**src/rtl/elevator_call_scheduler.sv**
```systemverilog
// elevator_call_scheduler: latches hall/car calls and runs a collective SCAN policy,
// presenting one registered target floor at a time to the motion/door block.
module elevator_call_scheduler #(
  parameter int NUM_FLOORS = 8,
  parameter int FLOOR_W    = 3
) (
  input  logic                  clk,
  input  logic                  rst,
  input  logic [NUM_FLOORS-1:0] hall_up_req,
  input  logic [NUM_FLOORS-1:0] hall_dn_req,
  input  logic [NUM_FLOORS-1:0] car_req,
  input  logic [FLOOR_W-1:0]    ev_floor,
  input  logic                  ev_door,
  output logic [FLOOR_W-1:0]    target_floor,
  output logic                  target_valid,
  output logic [1:0]            ev_dir,
  output logic [NUM_FLOORS-1:0] pend_up,
  output logic [NUM_FLOORS-1:0] pend_dn,
  output logic [NUM_FLOORS-1:0] pend_car
);
  typedef enum logic [1:0] {IDLE = 2'b00, UP = 2'b01, DOWN = 2'b10} state_e;

  function automatic logic [FLOOR_W:0] lowest(input logic [NUM_FLOORS-1:0] v);
    lowest = '0;
    for (int i = NUM_FLOORS - 1; i >= 0; i--)
      if (v[i]) lowest = (FLOOR_W+1)'(i);
  endfunction

  function automatic logic [FLOOR_W:0] highest(input logic [NUM_FLOORS-1:0] v);
    highest = '0;
    for (int i = 0; i < NUM_FLOORS; i++)
      if (v[i]) highest = (FLOOR_W+1)'(i);
  endfunction

  state_e                  state_q, state_d;
  logic [NUM_FLOORS-1:0]   pend_up_q, pend_up_d, pend_dn_q, pend_dn_d, pend_car_q, pend_car_d;
  logic [FLOOR_W-1:0]      target_q, target_d;
  logic                    valid_q, valid_d, door_q;
  logic [NUM_FLOORS-1:0]   here, abv_m, blw_m, cur_all, absorb, p_up, p_dn, p_car, p_all;
  logic                    door_rise, hold, cur_above, cur_below, above, below, at_here, reach;
  logic [FLOOR_W:0]        fz, lo_a, hi_b, tgt;

  always_comb begin
    for (int i = 0; i < NUM_FLOORS; i++) begin
      here[i]  = i == int'(ev_floor);
      abv_m[i] = i > int'(ev_floor);
      blw_m[i] = i < int'(ev_floor) && int'(ev_floor) < NUM_FLOORS;
    end
    fz = {1'b0, ev_floor};
    door_rise = ev_door & ~door_q;
    hold = ev_door & door_q;
    cur_all = pend_up_q | pend_dn_q | pend_car_q;
    cur_above = |(cur_all & abv_m);
    cur_below = |(cur_all & blw_m);
    // the opposite-direction hall call is served only when the car turns around here
    p_car = door_rise ? pend_car_q & ~here : pend_car_q;
    p_up = door_rise && (state_q != DOWN || !cur_below) ? pend_up_q & ~here : pend_up_q;
    p_dn = door_rise && (state_q != UP || !cur_above) ? pend_dn_q & ~here : pend_dn_q;
    absorb = ev_door ? here : '0;
    pend_up_d = p_up | (hall_up_req & ~absorb & {1'b0, {(NUM_FLOORS-1){1'b1}}});
    pend_dn_d = p_dn | (hall_dn_req & ~absorb & {{(NUM_FLOORS-1){1'b1}}, 1'b0});
    pend_car_d = p_car | (car_req & ~absorb);
    p_all = p_up | p_dn | p_car;
    above = |(p_all & abv_m);
    below = |(p_all & blw_m);
    at_here = |(p_all & here);
    reach = above | below | at_here;
    lo_a = lowest(p_all & abv_m);
    hi_b = highest(p_all & blw_m);
    state_d = !reach ? IDLE :
              state_q == UP ? (above || !below ? UP : DOWN) :
              state_q == DOWN ? (below || !above ? DOWN : UP) :
              at_here ? IDLE :
              above && (!below || lo_a - fz <= fz - hi_b) ? UP : DOWN;
    tgt = state_d == UP ? (|((p_car | p_up) & abv_m) ? lowest((p_car | p_up) & abv_m) :
                           above ? highest(p_dn & abv_m) : fz) :
          state_d == DOWN ? (|((p_car | p_dn) & blw_m) ? highest((p_car | p_dn) & blw_m) :
                             below ? lowest(p_up & blw_m) : fz) : fz;
    target_d = hold || !reach ? target_q : tgt[FLOOR_W-1:0];
    valid_d = reach;
  end

  always_ff @(posedge clk or posedge rst)
    if (rst) begin
      state_q    <= IDLE;
      pend_up_q  <= '0;
      pend_dn_q  <= '0;
      pend_car_q <= '0;
      target_q   <= '0;
      valid_q    <= 1'b0;
      door_q     <= 1'b0;
    end else begin
      state_q    <= state_d;
      pend_up_q  <= pend_up_d;
      pend_dn_q  <= pend_dn_d;
      pend_car_q <= pend_car_d;
      target_q   <= target_d;
      valid_q    <= valid_d;
      door_q     <= ev_door;
    end

  assign target_floor = target_q;
  assign target_valid = valid_q;
  assign ev_dir       = state_q;
  assign pend_up      = pend_up_q;
  assign pend_dn      = pend_dn_q;
  assign pend_car     = pend_car_q;
endmodule

```
**config.mk**
```make
export PLATFORM = sky130hd
export DESIGN_NAME = elevator_call_scheduler
export DESIGN_NICKNAME = d
export VERILOG_FILES = /design/src/rtl/elevator_call_scheduler.sv
export SDC_FILE = /design/constraint.sdc
export NUM_CORES = 1
export LEC_CHECK = 0
export CORE_MARGIN = 3
export CORE_UTILIZATION = 30
export DETAILED_ROUTE_END_ITERATION = 8
export HOLD_SLACK_MARGIN = 0.02
export SLEW_MARGIN = 20
export SYNTH_ARGS = -nofsm -noshare
export SYNTH_HDL_FRONTEND = slang
export SYNTH_SLANG_ARGS = --single-unit
```
**constraint.sdc**
```tcl
create_clock -name clk -period 4.8 [get_ports clk]
set_input_delay 1.2 -clock clk [delete_from_list [all_inputs] [get_ports clk]]
set_output_delay 1.2 -clock clk [all_outputs]
set_load 0.02 [all_outputs]
```
==> reports/metrics.csv, run 1 <==
stage;metric;value;unit
clocking;hold_buf cts;0;
synth;main flop type;dfrtp_1;
synth;Post-synth ARST share;100;%
critical_path;crit path DAT;5.27;ns
finish;share of layout cells above drive strength 1;27.8;%
pwr;internal power;605;uW
synth;syn nets;383;
placed_design;port bufs;57;
placed_design;Placed Cells;563;
floorplanning;Ports;60;
sta;setup TNS;-1.04;ns
synth;flip-flops with a built-in enable;0;
synth;leading area contributor after synthesis;dfrtp_1;
global_routing;largest net degree at the start of global routing;32;
floorplanning;Pre-Place Util;31.7;%
finish;Reg area;776;sq um
clocking;clk_lat worst skew;0.29;ns
detailed_routing;WL met3;697;microns
sta;final setup vio count;5;
run_status;status;complete, but fails checks;
pwr;Seq pwr share;32.0;%
sta;RSZ-0062 raised after global routing;true;
pwr;P_sw;347;uW
pwr;Pwr Density;225;nW/um^2
detailed_routing;Detailed Route Iter0 Violations;286;
clocking;Clock transition at path regs;0.07;ns
global_routing;initial antenna violation count;0;
run_status;failing checks;negative setup slack;
placed_design;GPL Wtd Cong;0.955;
finish;seq_cells;31;
pwr;Peak VDD IR;0.119;mV
sta;final setup margin;-0.298;ns
critical_path;CP startpoint kind;input port;
-- run 1: power by group through the flow --
| stage | Clock, mW | Combinational (mW) | Sequential [mW] |
|---|---|---|---|
| final | 0.208 | 0.439 | 0.305 |
| after global routing | 0.222 | 0.473 | 0.307 |
| after CTS | 0.212 | 0.422 | 0.304 |
| after detailed placement | 0 | 0.395 | 0.308 |
| after global placement | 0 | 0.389 | 0.309 |
| after floorplan | 0 | 0.199 | 0.331 |
-- run 1: path summary, 6_finish.rpt --
path / startpoint / to / depth (start not counted)
min: target_floor[0]$_DFFE_PP0N_ / target_floor[0]$_DFFE_PP0N_ / 2
min in group asynchronous: rst / pend_car[6]$_DFF_PP0_ / 3
max in group asynchronous: rst / pend_dn[2]$_DFF_PP0_ / 3
min reg2reg: target_floor[0]$_DFFE_PP0N_ / target_floor[0]$_DFFE_PP0N_ / 2
max reg2reg: pend_car[1]$_DFF_PP0_ / target_floor[0]$_DFFE_PP0N_ / 22
max: ev_floor[0] / target_floor[0]$_DFFE_PP0N_ / 26
-- run 1: worst max-delay path, cell delays in order --
cell and delay, ns:
buf_6 0.09, buf_6 0.12, buf_6 0.11, nor3_4 0.19, buf_6 0.13, a222oi_1 0.07, buf_4 0.17, a31oi_4 0.18
o21ai_2 0.08, a31oi_1 0.19, a21o_1 0.11, nand3_1 0.09, a21oi_2 0.13, ha_2 0.18, inv_2 0.04, fa_1 0.49
inv_2 0.05, ha_4 0.23, nor2b_4 0.12, o21a_1 0.16, o21a_1 0.17, o21ai_2 0.16, a211oi_2 0.06, or3_4 0.43
a221oi_2 0.25, o31ai_1 0.09
-- run 1: repair_timing --
action	CTS	global route
setup buffers	13	1
hold endpoints to repair	0	0
pin swaps	19	8
resized	29	9
endpoints found under the setup margin	5	5
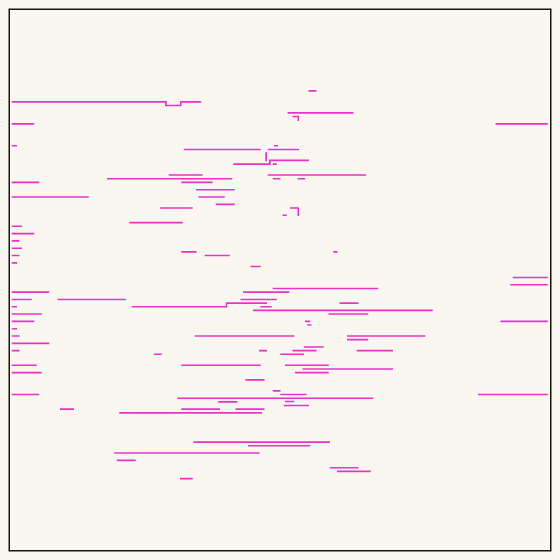
run_1/met3.png
The longest straight run is 36.1 microns. 75 nets have wire on it. The layer holds 6.4% of the routed length.
vias after detailed routing: 3332
met3 Resource Use GR: 3.89%
routed wire length: 11000 microns

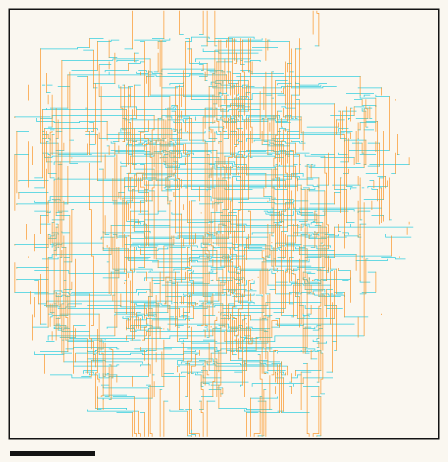
run_1/metal_stack.png
The bar under the picture is 20 microns long. Two of the layers only.
met1: in cyan, wire length 4660 microns. met2: in orange, wire length 5250 microns.
DR WL/cell: 18.8 microns
GRT Util Overall: 22.2%

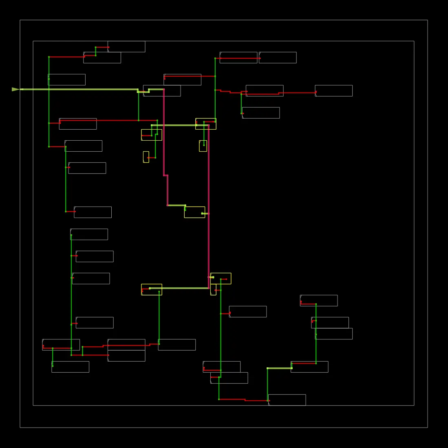
run_1/final_clocks.png
worst setup skew after layout: 0.00471 ns
total CTS buffers: 5
Layout clock buffers: 7
total clock sinks: 31
P_clk: 208 uW

run_1/met2.png
The bar under the picture is 20 microns long.
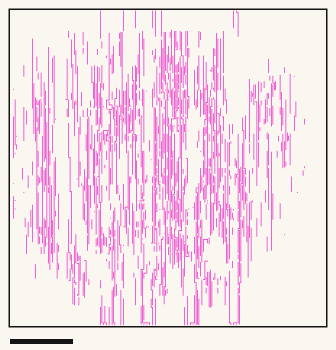

==> inputs of run 2 (changes only) <==
- GPL_ROUTABILITY_DRIVEN: unset -> 0
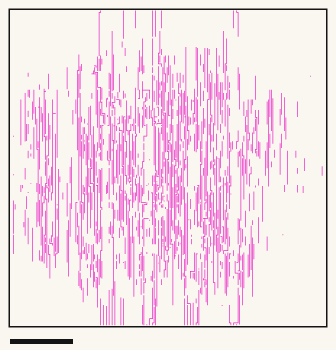
run_2/met2.png
The bar under the picture is 20 microns long.
The longest straight run is 37.4 microns. 464 nets have wire on it. The layer holds 48% of the routed length. The wires run mostly vertical. The layer carries 5090 microns of wire.
M2 GR Usage: 35.3%
routed wire length: 10700 microns
vias after detailed routing: 3423

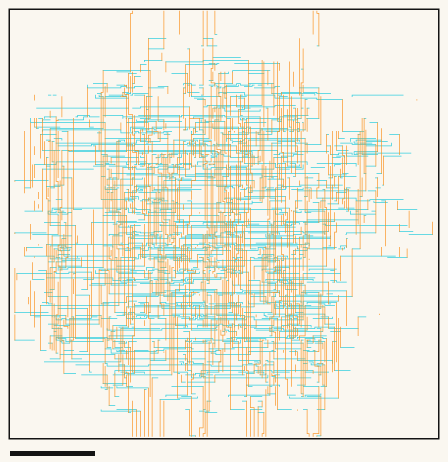
run_2/metal_stack.png
The bar under the picture is 20 microns long. Two of the layers only.
met1: in cyan, wire length 4660 microns. met2: in orange, wire length 5090 microns.
GRT Util Overall: 21.6%
DR WL/cell: 17.7 microns

==> reports/metrics.csv, run 2 <==
stage;metric;value;unit
run_status;status;complete, but fails checks;
run_status;failing checks;negative setup slack;
sta;RSZ-0062 raised after global routing;true;
critical_path;crit path DAT;5.41;ns
finish;share of layout cells above drive strength 1;29.9;%
synth;flip-flops with a built-in enable;0;
placed_design;Placed Cells;558;
critical_path;worst path bufs/invs;8;
clocking;total clock sinks;31;
detailed_routing;WL met3;546;microns
critical_path;max incr delay on CP;0.52;ns
floorplanning;Ports;60;
finish;Reg area;776;sq um
sta;worst setup skew after layout;0.00378;ns
sta;final setup margin;-0.445;ns
pwr;internal power;670;uW
critical_path;worst r2r src;pend_up[6]$_DFF_PP0_;
detailed_routing;Detailed Route Iter0 Violations;220;
floorplanning;Pre-Place Util;31.7;%
pwr;Pwr Density;228;nW/um^2
synth;syn nets;383;
critical_path;CP startpoint kind;input port;
clocking;total CTS buffers;5;
global_routing;initial antenna violation count;0;
clocking;clk_lat worst skew;0.29;ns
sta;final setup vio count;6;
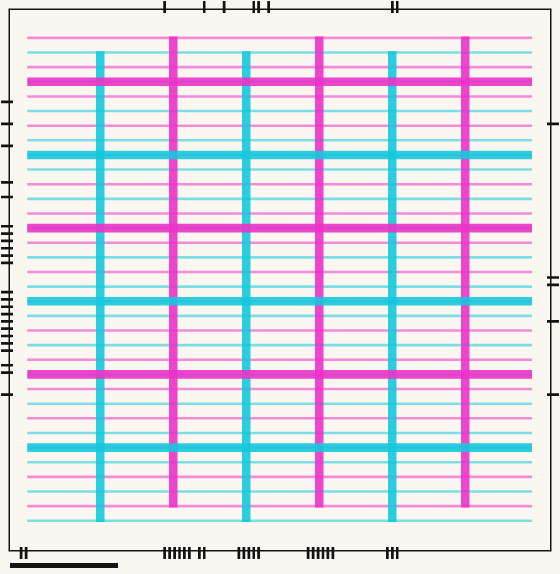
run_2/pdn.png
The bar under the picture is 20 microns long. Pins as bars on the die edge.
VSS: in cyan. VDD: in magenta.
6 straps on met5. 60 signal pins sit on the boundary.
Core Region: 8420 sq um
Peak VDD IR: 0.0957 mV
Die Ht: 100 microns
Die Wd: 100 microns

## run 2: netlist changes by cell type in the layout (fill, tap and decap cells not counted), sizes merged
cell    before  now
buf         89  110
bufinv       0    1
clkbuf       7    6
clkinv       2    1
## run 2: power by group through the flow
stage	logic (mW)	clock network [mW]	registers [mW]
2_1_floorplan	0.199	0	0.331
3_3_place_gp	0.388	0	0.307
3_5_place_dp	0.393	0	0.307
4_1_cts	0.433	0.254	0.303
5_1_grt	0.497	0.264	0.307
6_report	0.460	0.252	0.303
## run 2: final timing paths
check	slack (ns)	cells after the start	end
min reg2reg	0.49	2	target_floor[0]$_DFFE_PP0N_
min	0.49	2	target_floor[0]$_DFFE_PP0N_
max	-0.44	27	target_floor[0]$_DFFE_PP0N_
max reg2reg	0.23	23	target_floor[0]$_DFFE_PP0N_
max in group asynchronous	3.23	3	pend_up[0]$_DFF_PP0_
min in group asynchronous	1.28	3	pend_up[6]$_DFF_PP0_
## run 2: logic make-up after synthesis
logic type,after synthesis
AND-OR/OR-AND,121
XOR/XNOR,2
adder cells (fa/ha/maj),12
buffers and inverters,28
flip-flops,31
multiplexers,6
AND/OR/NAND/NOR,141
## run 2: timing repair
| action | 4_1_cts | 5_1_grt |
|---|---|---|
| resized | 32 | 6 |
| setup buffers | 38 | 3 |
| setup endpoints to repair | 5 | 6 |
| pin swaps | 24 | 15 |
## run 2: final cells by class
| class | instances | share of cell area, % |
|---|---|---|
| multi-input combinational | 282 | 43.5 |
| timing repair buffer | 164 | 32.5 |
| sequential | 31 | 17.4 |
| tap | 105 | 2.95 |
| clock buffer | 6 | 1.63 |
| inverter | 15 | 1.26 |
| clock inverter | 1 | 0.674 |
## run 2: tightest hold or removal path, stage by stage (launching register included)
cell,delay [ns]
dfrtp_1,0.34
nand2_1,0.05
o31ai_1,0.06
run_2/final_clocks.png
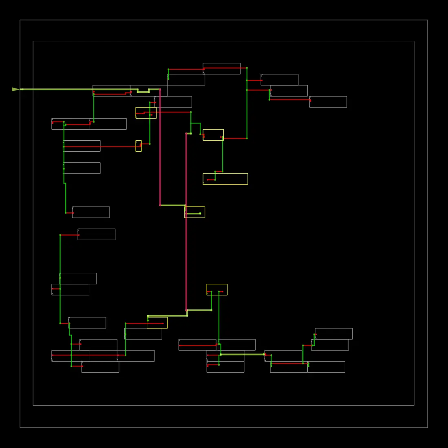

==> inputs of run 3 (changes only) <==
- TNS_END_PERCENT: unset -> 20
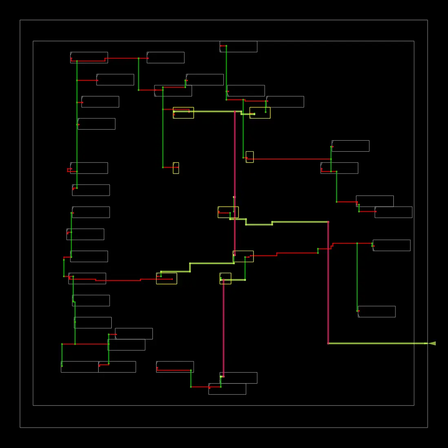
run_3/final_clocks.png
P_clk: 216 uW
clk_lat worst skew: 0.29 ns

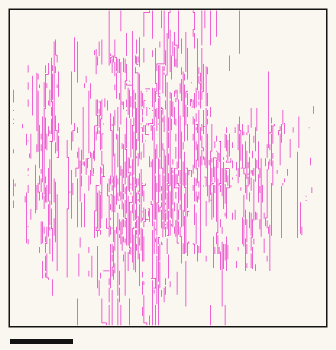
run_3/met2.png
The bar under the picture is 20 microns long.
The wires run mostly vertical. The longest straight run is 31.6 microns. The layer holds 46% of the routed length. The layer carries 4680 microns of wire. 445 nets have wire on it.
M2 GR Usage: 33.0%
vias after detailed routing: 3261

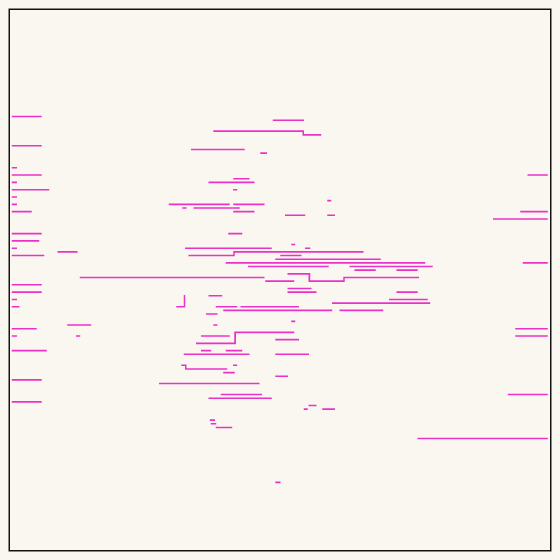
run_3/met3.png
The layer holds 6.4% of the routed length. 77 nets have wire on it. The longest straight run is 36.8 microns. The layer carries 646 microns of wire. The wires run mostly horizontal.
routed wire length: 10100 microns
met3 Resource Use GR: 3.20%

==> reports/metrics.csv, run 3 <==
stage;metric;value;unit
sta;RSZ-0062 raised after global routing;true;
critical_path;cell mode on critical path;o21a_1;
global_routing;initial antenna violation count;0;
critical_path;max incr delay on CP;0.49;ns
synth;main flop type;dfrtp_1;
placed_design;Placed Cells;553;
floorplanning;Die Wd;100;microns
synth;Post-synth ARST share;100;%
synth;syn nets;383;
run_status;failing checks;negative setup slack;
run_status;status;complete, but fails checks;
finish;Reg area;776;sq um
global_routing;GRT Util Overall;20.6;%
synth;leading area contributor after synthesis;dfrtp_1;
clocking;total clock sinks;31;
critical_path;CP startpoint kind;input port;
synth;ao+oa area frac;32.1;%
floorplanning;Core Region;8420;sq um
critical_path;slowest library cell on the worst path;fa_1;
detailed_routing;Detailed Route Iter0 Violations;344;
sta;worst setup skew after layout;0.00716;ns
clocking;Clock transition at path regs;0.07;ns
placed_design;port bufs;57;
finish;share of layout cells above drive strength 1;24.4;%
finish;Area Growth Syn to Fin;54.4;%
floorplanning;Ports;60;
sta;final setup margin;-0.124;ns
detailed_routing;WL met3;645;microns
critical_path;crit path DAT;5.10;ns
sta;final setup vio count;3;
floorplanning;Pre-Place Util;31.7;%
floorplanning;Die Ht;100;microns
pwr;Pwr Density;230;nW/um^2
critical_path;cell type group with the largest total delay on the critical path;AND-OR/OR-AND gates;
detailed_routing;DR WL/cell;17.8;microns
pwr;Peak VDD IR;0.0911;mV
[run 3: netlist changes by cell type in the layout (fill, tap and decap cells not counted), sizes merged]
cell,delta
bufinv,-1
clkinv,+1
buf,-38
bufbuf,+1
clkinvlp,+1
[run 3: timing repair]
action / 4_1_cts / 5_1_grt
hold buffers: 0 / 0
endpoints found under the setup margin: 5 / 5
resized: 35 / 8
buffers inserted: 6 / 0
gates cloned: 1 / 0
pin swaps: 11 / 4
[run 3: worst paths after layout]
check | from | end | slack, ns | cells after the start
min in group asynchronous | rst | pend_dn[4]$_DFF_PP0_ | 1.28 | 2
worst max-delay path | ev_floor[0] | target_floor[0]$_DFFE_PP0N_ | -0.12 | 25
max in group asynchronous | rst | pend_up[0]$_DFF_PP0_ | 3.00 | 3
worst min-delay path | target_floor[0]$_DFFE_PP0N_ | target_floor[0]$_DFFE_PP0N_ | 0.49 | 2
worst min register to register | target_floor[0]$_DFFE_PP0N_ | target_floor[0]$_DFFE_PP0N_ | 0.49 | 2
worst max register to register | pend_up[1]$_DFF_PP0_ | target_floor[0]$_DFFE_PP0N_ | 0.29 | 23
[run 3: through the flow]
| step | area, sq um | total power [mW] |
|---|---|---|
| floorplan | 2760 | 0.527 |
| global placement | 3870 | 0.690 |
| detailed placement | 3870 | 0.698 |
| CTS | 4100 | 0.935 |
| global route | 4130 | 1.01 |
| finish | 4130 | 0.948 |
[run 3: final cells by class]
type	count	area share [%]
multi-input cells	282	46.0
repair buffers	127	28.6
flip-flops and latches	31	18.8
well taps	105	3.18
clock buffers	6	1.76
inverters	15	1.36
clock inverters	2	0.303
[run 3: report_power, final]
group	switching (mW)	internal (mW)
logic	0.213	0.216
registers	0.0223	0.281
clock network	0.114	0.101
total	0.350	0.598
Power figures rest on the tool's default switching activity, not on a simulated workload.
